### src/rtl/big_ram_arbiter.sv
// Round-robin arbiter sharing the tile RAM read/write port among NCLI requesters,
// with a per-client lock that holds the grant across read-modify-write sequences.
module big_ram_arbiter #(
    parameter int unsigned NCLI      = 3,
    parameter int unsigned AW        = 11,
    parameter int unsigned DW        = 6,
    parameter int unsigned MAX_BURST = 16
) (
    input  logic                 clk,
    input  logic                 rst,
    input  logic [NCLI-1:0]      req,
    input  logic [NCLI-1:0]      lock,
    input  logic [NCLI-1:0]      we,
    input  logic [NCLI*AW-1:0]   addr,
    input  logic [NCLI*DW-1:0]   wdata,
    output logic [NCLI-1:0]      gnt,
    output logic                 rvalid,
    output logic [2:0]           rid,
    output logic [DW-1:0]        rdata,
    output logic [AW-1:0]        BIG_RD_ADDR,
    output logic [AW-1:0]        BIG_WR_ADDR,
    output logic                 BIG_WR_EN,
    output logic [DW-1:0]        BIG_WR_DATA,
    input  logic [DW-1:0]        BIG_RD_DATA
);

    localparam int unsigned IW = 3;
    localparam int unsigned BW = $clog2(MAX_BURST + 1);
    localparam logic [BW-1:0] BCNT_MAX  = '1;
    localparam logic [BW-1:0] BURST_LIM = BW'(MAX_BURST);

    typedef enum logic {IDLE, OWN} state_t;

    state_t          state_q, state_d;
    logic [IW-1:0]   owner_q, owner_d;
    logic [IW-1:0]   rr_ptr_q, rr_ptr_d;
    logic [BW-1:0]   bcnt_q, bcnt_d;
    logic [NCLI-1:0] gnt_q, gnt_d;
    logic [AW-1:0]   rd_addr_q, rd_addr_d;
    logic [AW-1:0]   wr_addr_q, wr_addr_d;
    logic [DW-1:0]   wr_data_q, wr_data_d;
    logic            wr_en_q, wr_en_d;
    logic            p1_valid_q, p1_valid_d;
    logic [IW-1:0]   p1_id_q, p1_id_d;
    logic            p2_valid_q, p2_valid_d;
    logic [IW-1:0]   p2_id_q, p2_id_d;
    logic            rvalid_q, rvalid_d;
    logic [IW-1:0]   rid_q, rid_d;
    logic [DW-1:0]   rdata_q, rdata_d;

    logic            own_req, own_lock, own_we;
    logic [AW-1:0]   own_addr;
    logic [DW-1:0]   own_wdata;
    logic [IW-1:0]   pick, pick_lo, pick_hi;
    logic            pick_hi_v;
    logic [BW-1:0]   bcnt_inc;
    logic            release_own;

    // Owner's request view and round-robin pick (lowest at/above rr_ptr, else lowest overall)
    always_comb begin
        own_req   = 1'b0;
        own_lock  = 1'b0;
        own_we    = 1'b0;
        own_addr  = '0;
        own_wdata = '0;
        pick_lo   = '0;
        pick_hi   = '0;
        pick_hi_v = 1'b0;
        for (int i = 0; i < NCLI; i++) begin
            if (owner_q == IW'(i)) begin
                own_req   = req[i];
                own_lock  = lock[i];
                own_we    = we[i];
                own_addr  = addr[i*AW +: AW];
                own_wdata = wdata[i*DW +: DW];
            end
        end
        for (int i = NCLI - 1; i >= 0; i--) begin
            if (req[i]) begin
                pick_lo = IW'(i);
                if (IW'(i) >= rr_ptr_q) begin
                    pick_hi   = IW'(i);
                    pick_hi_v = 1'b1;
                end
            end
        end
        pick = pick_hi_v ? pick_hi : pick_lo;
    end

    // Next-state: arbitration FSM, write/read issue, read-return pipeline
    always_comb begin
        state_d     = state_q;
        owner_d     = owner_q;
        rr_ptr_d    = rr_ptr_q;
        bcnt_d      = bcnt_q;
        gnt_d       = gnt_q;
        rd_addr_d   = rd_addr_q;
        wr_addr_d   = wr_addr_q;
        wr_data_d   = wr_data_q;
        wr_en_d     = 1'b0;
        p1_valid_d  = 1'b0;
        p1_id_d     = p1_id_q;
        p2_valid_d  = p1_valid_q;
        p2_id_d     = p1_id_q;
        rvalid_d    = p2_valid_q;
        rid_d       = rid_q;
        rdata_d     = rdata_q;
        bcnt_inc    = (bcnt_q == BCNT_MAX) ? bcnt_q : bcnt_q + BW'(1);
        release_own = 1'b0;

        if (p2_valid_q) begin
            rid_d   = p2_id_q;
            rdata_d = BIG_RD_DATA;
        end

        case (state_q)
            IDLE: begin
                if (|req) begin
                    state_d = OWN;
                    owner_d = pick;
                    bcnt_d  = '0;
                    for (int i = 0; i < NCLI; i++) begin
                        gnt_d[i] = (pick == IW'(i));
                    end
                end
            end
            OWN: begin
                if (own_req) begin
                    bcnt_d = bcnt_inc;
                    if (own_we) begin
                        wr_en_d   = 1'b1;
                        wr_addr_d = own_addr;
                        wr_data_d = own_wdata;
                    end else begin
                        rd_addr_d  = own_addr;
                        p1_valid_d = 1'b1;
                        p1_id_d    = owner_q;
                    end
                end
                // Lock overrides both the idle release and the fairness cap
                release_own = !own_lock && (!own_req || (bcnt_inc >= BURST_LIM));
                if (release_own) begin
                    state_d  = IDLE;
                    gnt_d    = '0;
                    bcnt_d   = '0;
                    rr_ptr_d = (owner_q == IW'(NCLI - 1)) ? '0 : owner_q + IW'(1);
                end
            end
            default: begin
                state_d = IDLE;
                gnt_d   = '0;
            end
        endcase
    end

    always_ff @(posedge clk or negedge rst) begin
        if (!rst) begin
            state_q    <= IDLE;
            owner_q    <= '0;
            rr_ptr_q   <= '0;
            bcnt_q     <= '0;
            gnt_q      <= '0;
            rd_addr_q  <= '0;
            wr_addr_q  <= '0;
            wr_data_q  <= '0;
            wr_en_q    <= 1'b0;
            p1_valid_q <= 1'b0;
            p1_id_q    <= '0;
            p2_valid_q <= 1'b0;
            p2_id_q    <= '0;
            rvalid_q   <= 1'b0;
            rid_q      <= '0;
            rdata_q    <= '0;
        end else begin
            state_q    <= state_d;
            owner_q    <= owner_d;
            rr_ptr_q   <= rr_ptr_d;
            bcnt_q     <= bcnt_d;
            gnt_q      <= gnt_d;
            rd_addr_q  <= rd_addr_d;
            wr_addr_q  <= wr_addr_d;
            wr_data_q  <= wr_data_d;
            wr_en_q    <= wr_en_d;
            p1_valid_q <= p1_valid_d;
            p1_id_q    <= p1_id_d;
            p2_valid_q <= p2_valid_d;
            p2_id_q    <= p2_id_d;
            rvalid_q   <= rvalid_d;
            rid_q      <= rid_d;
            rdata_q    <= rdata_d;
        end
    end

    assign gnt         = gnt_q;
    assign rvalid      = rvalid_q;
    assign rid         = rid_q;
    assign rdata       = rdata_q;
    assign BIG_RD_ADDR = rd_addr_q;
    assign BIG_WR_ADDR = wr_addr_q;
    assign BIG_WR_EN   = wr_en_q;
    assign BIG_WR_DATA = wr_data_q;

endmodule

### config.mk
export PLATFORM = sky130hd
export DESIGN_NAME = big_ram_arbiter
export DESIGN_NICKNAME = d
export VERILOG_FILES = /design/src/rtl/big_ram_arbiter.sv
export SDC_FILE = /design/constraint.sdc
export NUM_CORES = 1
export LEC_CHECK = 0
export ABC_AREA = 0
export CAP_MARGIN = 0
export CORE_MARGIN = 2
export CORE_UTILIZATION = 47
export CTS_BUF_LIST = sky130_fd_sc_hd__clkbuf_16
export CTS_CLUSTER_DIAMETER = 30
export DETAILED_ROUTE_END_ITERATION = 12
export HOLD_SLACK_MARGIN = 0.06
export PLACE_DENSITY = 0.91
export SKIP_CTS_REPAIR_TIMING = 1
export SYNTH_ARGS = -nofsm -noshare
export SYNTH_HDL_FRONTEND = slang
export SYNTH_SLANG_ARGS = --single-unit
### constraint.sdc
create_clock -name clk -period 4.6 [get_ports clk]
set_input_delay 0.92 -clock clk [delete_from_list [all_inputs] [get_ports clk]]
set_output_delay 0.92 -clock clk [all_outputs]
set_load 0.005 [all_outputs]
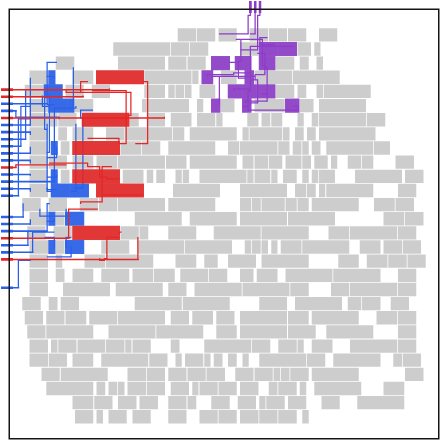
run_1/io_fan.png
Key: red = `BIG_WR_DATA` [direction output, end cells 6, buffers 6, wire 231 um]; purple = `req` [direction input, end cells 13, buffers 3, wire 142 um]; blue = `wdata` [direction input, end cells 12, buffers 18, wire 288 um]
boundary pin count: 110
number of buffer cells added on primary ports: 108

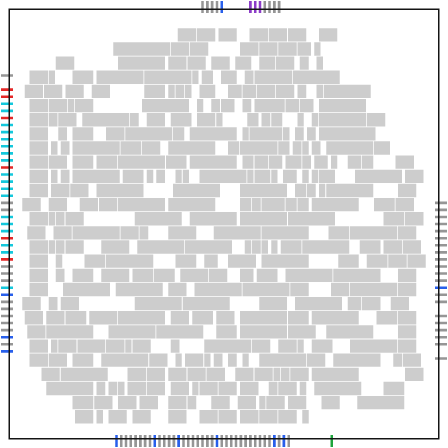
run_1/io_placement.png
Pins as bars across the die edge, other pins in gray.
Key: red = `BIG_WR_DATA` [pins 6, direction output, edge west]; green = `BIG_WR_EN` [pins 1, direction output, edge south]; cyan = `wdata` [pins 18, direction input, edge west]; purple = `req` [pins 3, direction input, edge north]; blue = `BIG_RD_ADDR` [pins 11, direction output, edge 6 south, 3 west, 1 north, 1 east]
All pins by edge: 39 west, 38 south, 21 east, 12 north.
width of the die: 82.3 um
vertical extent of the die: 82.3 um

==> summary.txt, run 1 <==
Observations from the implementation run.

Run status:
- The flow ran to the end, and the final reports show no timing, DRC or antenna violations.

Synth:
- The run puts the area fraction of the dominant cell type after synthesis at 50.4%.
- The run puts the number of unique standard cell types used by synthesis at 46.
- The run gives the post-synthesis average cell area as 11.7 um^2.
- Per the synthesis report, the dominant area consumer among library cells is dfrtp_1.
- Yosys attributes the largest share of cell area to dfrtp_1 (50%), mux2_2 (12%), mux2i_1 (7.3%).
- By count the netlist is led by dfrtp_1 (58), mux2_2 (31), nand2_1 (30).
- Per the synth stats, the proportion of register bits with asynchronous set or reset is 100%.
- The run gives the post-synth area from yosys stat as 2880 um^2.
- The run gives the cell area after synthesis as 2880 um^2.
- The run puts the number of flip-flops and latches in the synthesized netlist at 58.
- Synthesis produced a netlist whose cell count is 246.
- The run puts the number of cell instances after yosys synthesis at 246.
- The warning tally printed by Yosys for this design is 0.
- The run puts the net count of the mapped netlist at 315.
- Yosys mapped a number of flops with a built-in enable equal to 0.
- The run gives the register share after synthesis as 50.4%.
- dfrtp_1 is the most common cell in the netlist.
- In the synthesized netlist the dominant register cell turns out to be dfrtp_1.

Clocking:
- The run gives the cell at the root of the clock tree as clkbuf_16.
- Clock latency on the worst-skew pair, taken at its later pin, is 0.32 ns.
- The run gives the number of buffers added by the clock tree synthesis step as 9.
- Per the post-CTS timing run, clock transition at the registers of the reported paths is 0.05 ns.
- The run puts the clock net sink count at 58.
- The run gives the clock tree from TritonCTS as built.
- The run gives the level count of the clock H-tree as 3.
- The run puts the maximum clock insertion buffer count at 2.

Timing:
- The run gives the count of endpoints failing hold in the final timing report as 0.
- The run gives the number of failing setup endpoints in the final timing report as 0.
- The run gives the fmax as 394 MHz.
- The run puts the share of the clock period used by the worst path after layout at 55.2%.
- Setup repair after global routing left no endpoint under its margin.
- The run gives the measured slew at the worst slew-check pin as 1.00 ns.
- The routed design could run at a clock period as short as 2.54 ns.
- The run puts the worst relative slew slack at 33.2%.
- The run puts the accumulated negative setup slack at 0 ns.
- The final timing report lists clock skew as 0.00575 ns.
- The run puts the post-route worst setup slack at 2.06 ns.
- The run gives the max-slew violation count as 0.

Floorplanning:
- The run gives the core footprint as 5920 um^2.
- The run gives the overall die area as 6770 um^2.
- The run gives the starting density of the core as 48.7%.

Pwr:
- The script computed a power per unit cell area of 659 nW/um^2.
- The run gives the worst ir drop on vdd as 0.357 mV.
- The run gives the leakage power as 1.85 nW.
- The run gives the power consumption as 2.84 mW.

Final layout:
- The run gives the final layout net count as 423.
- The run puts the count of antenna diodes in the layout at 0.
- The run gives the area occupied by registers as 1450 um^2.
- The run gives the most numerous logic cell after layout as clkdlybuf4s50_1.
- The run gives the share of the final layout cell area in multi-input gates as 30.6%.
- The filler cells instantiated in the layout total 427.
- The run gives the clock buffer count as 9.
- The number of sequential cells reported for the layout is 58.
- The post-route utilization of the core is recorded as 72.7%.
- Clock cells make up 7.21% of the layout cell area.
- The run puts the number of non-clock buffers in the layout at 111.
- The run gives the fraction of area in registers as 33.7%.
- In the final layout, excluding clock inverters the inverter count is 9.
- Per the cell usage report, the commonest logic cells after layout are clkdlybuf4s50_1 (107), dfrtp_1 (58), mux2_2 (31).
- The run gives the area share of buffers outside the clock network as 25.5%.
- Looking at the area split, the leading class of cells is flip-flops and latches.
- The run gives the number of multi-input combinational cells in the layout as 165.
- Per the final layout report, the fraction of cells sized above drive strength 1 comes to 17.8%.
- The run gives the footprint of the multi-input gates as 1320 um^2.
- The run puts the design area at 4310 um^2.
- The run gives the growth of design area from synthesis to finish as 49.5%.

Place:
- Prior to clock tree synthesis, the placed netlist has a worst setup slack of 1.79 ns.
- The run puts the half-perimeter wire length of the detailed placement result at 5150 um.
- The run gives the last weighted congestion value of the routability-driven placer as 0.867.
- The post-placement cell area is 4000 um^2.

Critical path:
- The run gives the maximum fanout along the worst path as 18.
- Looking at the critical path, the single cell with the biggest stage delay is dfrtp_1.
- The worst setup path is launched from a register.
- The run gives the worst endpoint data arrival time as 2.74 ns.
- The run puts the maximum single-stage delay on the critical path at 0.77 ns.
- The run gives the cell family with the largest share of critical-path delay as flip-flops.
- The run gives the endpoint kind of the worst setup timing path as a register.
- Walking the worst path, the cells encountered are buf_4 -> mux2i_1 -> o21ai_4 -> a211oi_4 -> mux2_2.
- The critical path in this run is classified as reg -> reg.
- STA reports a reg2reg setup slack of 2.06 ns.
- STA puts the critical path data required time at 4.80 ns.
- The run gives the buffer and inverter count on the worst path as 1.

Global routing:
- The run puts the maximum number of pins on one net before global-route repair at 51.
- The run puts the via count of the first global-routing pass at 2499.
- The run gives the global-route wire length before repair as 11500 um.
- The run puts the number of antenna violations at the first check in global routing at 0.
- The run puts the overall overflow remaining after global route at 0.

Flow run:
- The run gives the tally of OpenROAD warnings as 26.
- Max-cap violations in this run came to 0.

Drt:
- For this block, the via count after detailed routing is 2346.
- The first detailed-routing pass ran for 4 iterations.
- The run gives the average wire length per cell after detail routing as 16.5 um.
- The run puts the vias per cell at 5.41.
- The run puts the number of DRC markers in iteration 0 at 139.
- Nets still carrying antenna violations after routing amount to 0.
- The run puts the final routed DRC violation total at 0.

Min path:
- The path class of the tightest hold or removal check is reg -> reg.
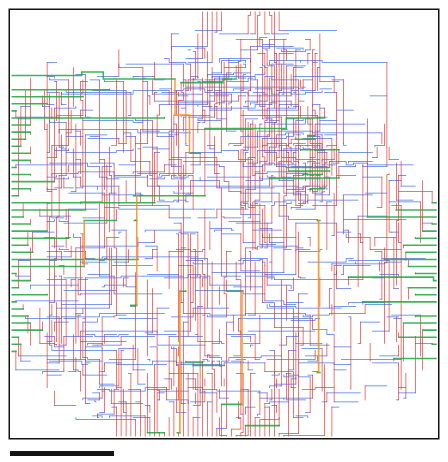
run_1/wires.png
The bar under the picture is 20 um long.
Key: red = metal 2 [wire length 3590 um]; blue = metal 1 [wire length 2900 um]; orange = metal 4 [wire length 125 um]; green = metal 3 [wire length 541 um]
total routing usage reported by global routing: 23.0%
post-detailed-routing wire length: 7150 um

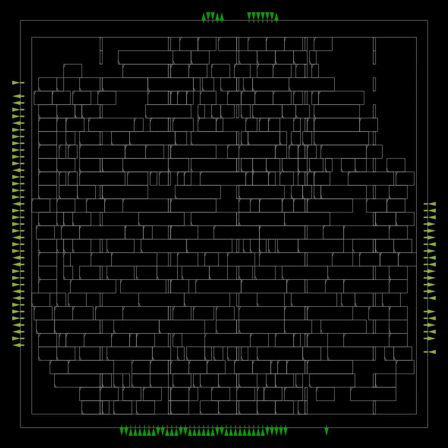
run_1/placement.png
Site Rows: 28
Well Taps: 75
Final Instance Count excl. Fillers: 434

[run 1: report_power, final]
| group | switching (mW) | internal (mW) | total (mW) |
|---|---|---|---|
| registers | 0.201 | 0.747 | 0.948 |
| logic | 0.461 | 0.743 | 1.20 |
| clock network | 0.218 | 0.467 | 0.685 |
[run 1: cells by family (layout without fill, tap and decap cells)]
kind of cell / count (synthesis) / after routing / synth area share, %
multiplexers: 61 / 61 / 24.1
AND-OR/OR-AND: 43 / 43 / 10.0
adder cells (fa/ha/maj): 1 / 1 / 0.434
other: 1 / 1 / 0.130
flip-flops: 58 / 58 / 50.4
buffers and inverters: 23 / 136 / 3.86
AND/OR/NAND/NOR: 59 / 59 / 11.1
[run 1: layer usage]
metal	part of all wire [%]	track usage [%]
met5	0	0
met4	1.7	11.2
met3	7.5	7.39
met2	50	39.5
met1	41	25.6
[run 1: flip-flops by register name (all words and copies together) (netlist names)]
name	cells
p1_id_q	2
gnt	3
p1_valid_q	1
BIG_WR_DATA	6
rvalid	1
BIG_WR_ADDR	11
rdata	6
BIG_WR_EN	1
p2_valid_q	1
rr_ptr_q	3
rid	2
bcnt_q	5
p2_id_q	2
BIG_RD_ADDR	11
owner_q	2
state_q	1
[run 1: metrics by stage]
step	hold slack (ns)	std cells
after floorplan	0.331	246
after CTS	0.349	434
after global placement	0.333	418
after global routing	0.356	434
final	0.347	434
after detailed placement	0.337	418
[run 1: final timing paths]
path,from,to,cells after the start
setup / recovery,owner_q[0],rr_ptr_q[1],5
hold / removal,p1_valid_q,p2_valid_q,0
setup reg to reg,owner_q[0],rr_ptr_q[1],5
hold reg to reg,p1_valid_q,p2_valid_q,0
max in group asynchronous,rst,rr_ptr_q[2],2
min in group asynchronous,rst,rdata[0],1
run_1/clk_routes.png
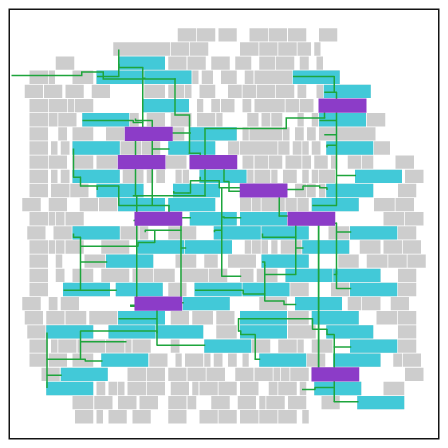

==> run 2: changes to the inputs <==
CORE_UTILIZATION = 40   (was 47)
PLACE_DENSITY = 0.83   (was 0.91)
clock period = 2.1 ns   (was 4.6 ns; I/O delays follow)
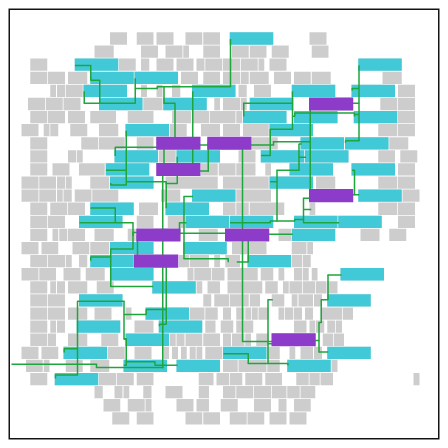
run_2/clk_routes.png
Key: purple = clock drivers [count 9]; green = clock wires [length 760 um]; cyan = flip-flops [count 58]
There are 10 routed clock nets.
insertion delay of the later-clocked pin in the worst-skew pair: 0.32 ns
clock network power consumption: 1.38 mW

==> run 2 against run 1 <==
Net effect: global-route usage decreased by 4.0 points; worst hold slack got worse by 0.24 ns; setup slack got worse by 1.8 ns; synthesized cell count unchanged; area after synthesis unchanged; largest power group unchanged; sequential cell count unchanged; highest routed layer unchanged.
==> summary.txt, run 2 <==
Observations from the implementation run.

Run status:
- The flow ran to the end, and the final reports show no timing, DRC or antenna violations.

Final layout:
- The design area came to 4430 um^2 (+2.9%).
- The final layout net count came to 436 (+3.1%).
- The fill cell instance count of the final layout was 540 (+26%).
- The run puts the area occupied by registers at 1450 um^2 (unchanged).
- The run puts the share of final-layout standard cells stronger than drive strength 1 at 20.4% (+2.6 points).
- The count of placed standard cells in the final layout, fillers left out was 468 (+7.8%).
- The library cell used most frequently in the layout, excluding fill and tap cells, is clkdlybuf4s50_1.
- The run puts the footprint of the multi-input gates at 1320 um^2 (unchanged).
- The most common logic cells in the final layout are clkdlybuf4s50_1 (107), dfrtp_1 (58), mux2_2 (31).
- The run gives the share of the core filled with cells in the final layout as 64.5% (-8.2 points).
- The flow measured a signed area growth from synthesis to layout of 53.8%.
- The count of antenna diodes in the layout was 0 (unchanged).

Critical path:
- The run gives the cell family with the largest share of critical-path delay as simple AND/OR/NAND/NOR gates.
- The run puts the data required time at the worst endpoint at 2.28 ns (-2.52 ns).
- The run gives the buffer and inverter count on the worst path as 1 (unchanged).
- On the critical path, the stage with the largest delay is an instance of or4_1.
- The run gives the endpoint kind of the worst setup timing path as a register.
- The critical path is of the reg -> reg type.
- The run gives the startpoint kind of the worst setup timing path as a register.
- The run gives the maximum fanout along the worst path as 9 (-9).
- The run gives the worst endpoint data arrival time as 2.00 ns (-0.74 ns).
- The critical path goes through buf_4 -> nor4bb_1 -> or4_1 -> a32oi_1 -> o22ai_1.

Timing:
- The setup skew after layout was 0.00883 ns (+0.00308 ns).
- The share of the clock period used by the worst path after layout is 86.8% (+32 points).
- The run gives the final critical path time including I/O delays and setup as 1.82 ns (-0.716 ns).
- The run puts the measured slew at the worst slew-check pin at 0.607 ns (-0.394 ns).
- The post-route worst setup slack is 0.278 ns (-1.78 ns).
- The run gives the accumulated negative setup slack as 0 ns (unchanged).
- The number of failing setup endpoints in the final timing report was 0 (unchanged).
- The count of endpoints failing hold in the final timing report is 0 (unchanged).
- The run puts the max-slew violation count at 0 (unchanged).
- The run gives the minimum hold slack as 0.109 ns (-0.238 ns).
- Setup repair after global routing left no endpoint under its margin.
- The run gives the worst relative slew slack as 59.5% (+26 points).

Global routing:
- The run gives the number of antenna violations at the first check in global routing as 0 (unchanged).
- The run gives the overall overflow remaining after global route as 0 (unchanged).
- The run gives the maximum number of pins on one net before global-route repair as 34 (-33%).
- The via count of the first global-routing pass is 2392 (-4.3%).
- The run puts the all-layer global routing usage at 19.0% (-4.0 points).
- The run gives the global-route wire length before repair as 11300 um (-1.8%).

Floorplanning:
- The starting density of the core is 41.9% (-6.7 points).
- The run gives the core footprint as 6870 um^2 (+16%).
- The run puts the overall die area at 7900 um^2 (+17%).
- The run puts the row count at 30 (+7.1%).
- The run puts the number of I/O pins at 110 (unchanged).

Pwr:
- The run gives the sequential cell fraction of total power as 32.0% (-1.4 points).
- The run gives the internal power consumption as 4.27 mW (+120%).
- The run puts the net switching power at 1.91 mW (+120%).
- The run gives the power consumption as 6.18 mW (+120%).
- The reported combinational group power was 2.82 mW (+140%).
- The run gives the power drawn by the sequential cells as 1.98 mW (+110%).
- The run gives the power density over the cells as 1390 nW/um^2 (+110%).
- The run gives the worst ir drop on vdd as 0.681 mV (+91%).
- The run gives the net switching fraction of the power as 30.9% (-0.080 points).
- Ranked by power, first place goes to combinational cells.
- The run puts the leakage power at 1.92 nW (+3.5%).
- The run puts the part of the power in combinational logic at 45.6% (+3.2 points).
- The clock power share was 22.4% (-1.7 points).

Synth:
- The run gives the count of synthesis-stage warnings from yosys as 0 (unchanged).
- The run gives the net count of the mapped netlist as 315 (unchanged).
- The run gives the post-synthesis cell type with the largest instance count as dfrtp_1.
- The run gives the post-synthesis average cell area as 11.7 um^2 (unchanged).
- In the post-synthesis netlist, the biggest area contributors are dfrtp_1 (50%), mux2_2 (12%), mux2i_1 (7.3%).
- The run puts the synthesized netlist cell count at 246 (unchanged).
- The cell area after synthesis was 2880 um^2 (unchanged).
- The run puts the count of flip-flops with a built-in enable after synthesis at 0 (unchanged).
- The fraction of synthesis flops using an asynchronous set or reset pin is 100% (unchanged).
- The run gives the leading area contributor after synthesis as dfrtp_1.
- The run gives the number of unique standard cell types used by synthesis as 46 (unchanged).
- The run gives the post-synth area from yosys stat as 2880 um^2 (unchanged).
- The most used flip-flop cell after synthesis is dfrtp_1.
- After synthesis, the most frequently instantiated cells are dfrtp_1 (58), mux2_2 (31), nand2_1 (30).
- The register share after synthesis was 50.4% (unchanged).
- The area fraction of the dominant cell type after synthesis came to 50.4% (unchanged).
- The number of cell instances after yosys synthesis was 246 (unchanged).
- The number of flip-flops and latches in the synthesized netlist was 58 (unchanged).

Flow run:
- The tally of OpenROAD warnings was 26 (unchanged).
- The tally of max-capacitance violations came to 0 (unchanged).

Drt:
- The vias per cell is 4.96 (-8.2%).
- The average wire length per cell after detail routing is 15.3 um (-7.4%).
- The final routed DRC violation total was 0 (unchanged).
- The vias after detailed routing is 2322 (-1.0%).
- The run gives the wire length reported by the detailed router as 7140 um (-0.17%).
- The number of search-and-repair iterations in the first detailed-routing pass is 4 (unchanged).
- The run gives the number of DRC markers in iteration 0 as 86 (-38%).
- The run gives the post-route antenna net violation count as 0 (unchanged).

Clocking:
- The level count of the clock H-tree is 3 (unchanged).
- The clock net sink count came to 58 (unchanged).
- The run gives the clock-pin slew on the worst setup and hold paths as 0.05 ns (about the same).
- The run puts the maximum clock insertion buffer count at 2 (unchanged).
- TritonCTS built the clock tree.
- The number of buffers added by the clock tree synthesis step is 9 (unchanged).
- Per the CTS log, the root buffer master is clkbuf_16.

Place:
- The run puts the pre-CTS setup slack at -0.00230 ns (-1.79 ns).
- The run gives the last weighted congestion value of the routability-driven placer as 0.886 (+2.2%).
- The run puts the area after detailed placement at 4150 um^2 (+3.7%).
- The run puts the total instance count after detailed placement at 452 (+8.1%).
- The half-perimeter wire length of the detailed placement result was 5250 um (+1.8%).
- The run gives the quantity of I/O buffers inserted on ports as 108 (unchanged).

Min path:
- In this run the worst hold path is classified as in -> async.
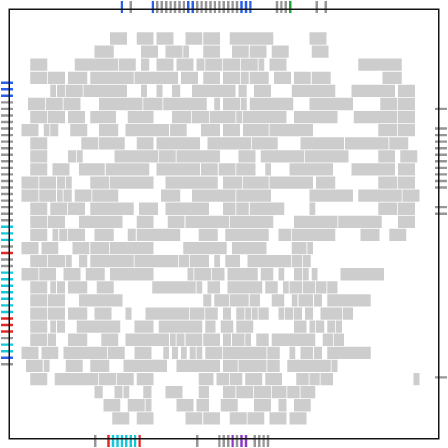
run_2/io_placement.png
Pins as bars across the die edge, other pins in gray.
vertical extent of the die: 88.9 um
width of the die: 88.9 um

-- run 2: cell counts after synthesis --
No cell type changed its count.
-- run 2: worst reg2reg max path, cell delays in order (launching register included) --
cell and delay (ns):
dfrtp_1 0.49, buf_4 0.20, nor4bb_1 0.08, or4_1 0.53, a32oi_1 0.25, o22ai_1 0.12
-- run 2: cells by family after synthesis --
group | count (synthesis) | synth area share (%)
muxes | 61 | 24.1
adders and majority gates | 1 | 0.434
AOI/OAI and AO/OA | 43 | 10.0
and+or+nand+nor | 59 | 11.1
buffers and inverters | 23 | 3.86
DFF | 58 | 50.4
other | 1 | 0.130
-- run 2: layer usage --
metal | share of wire (%) | vias to the layer above | GRT usage [%]
li1 | - | 1129 | -
met4 | 1.4 | 0 | 7.16
met1 | 40 | 1104 | 22.3
met5 | 0 | - | 0
met2 | 52 | 82 | 32.4
met3 | 6.5 | 7 | 6.16
-- run 2: area by class of cell --
cell class	instances	area share (%)
flip-flops and latches	58	32.7
multi-input cells	165	29.7
repair buffers	124	27.5
clock buffers	9	5.08
well taps	96	2.71
clock inverters	7	1.41
inverters	9	0.762
-- run 2: path summary, 6_finish.rpt --
path	from	end	slack, ns	depth (start not counted)
max in group asynchronous	rst	bcnt_q[3]	1.40	2
min reg2reg	p1_valid_q	p2_valid_q	0.35	0
max reg2reg	owner_q[1]	bcnt_q[1]	0.28	5
max	owner_q[1]	bcnt_q[1]	0.28	5
min in group clk	p1_valid_q	p2_valid_q	0.35	0
min	rst	BIG_WR_DATA[0]	0.11	1
Power is estimated from default activity; no workload was simulated.
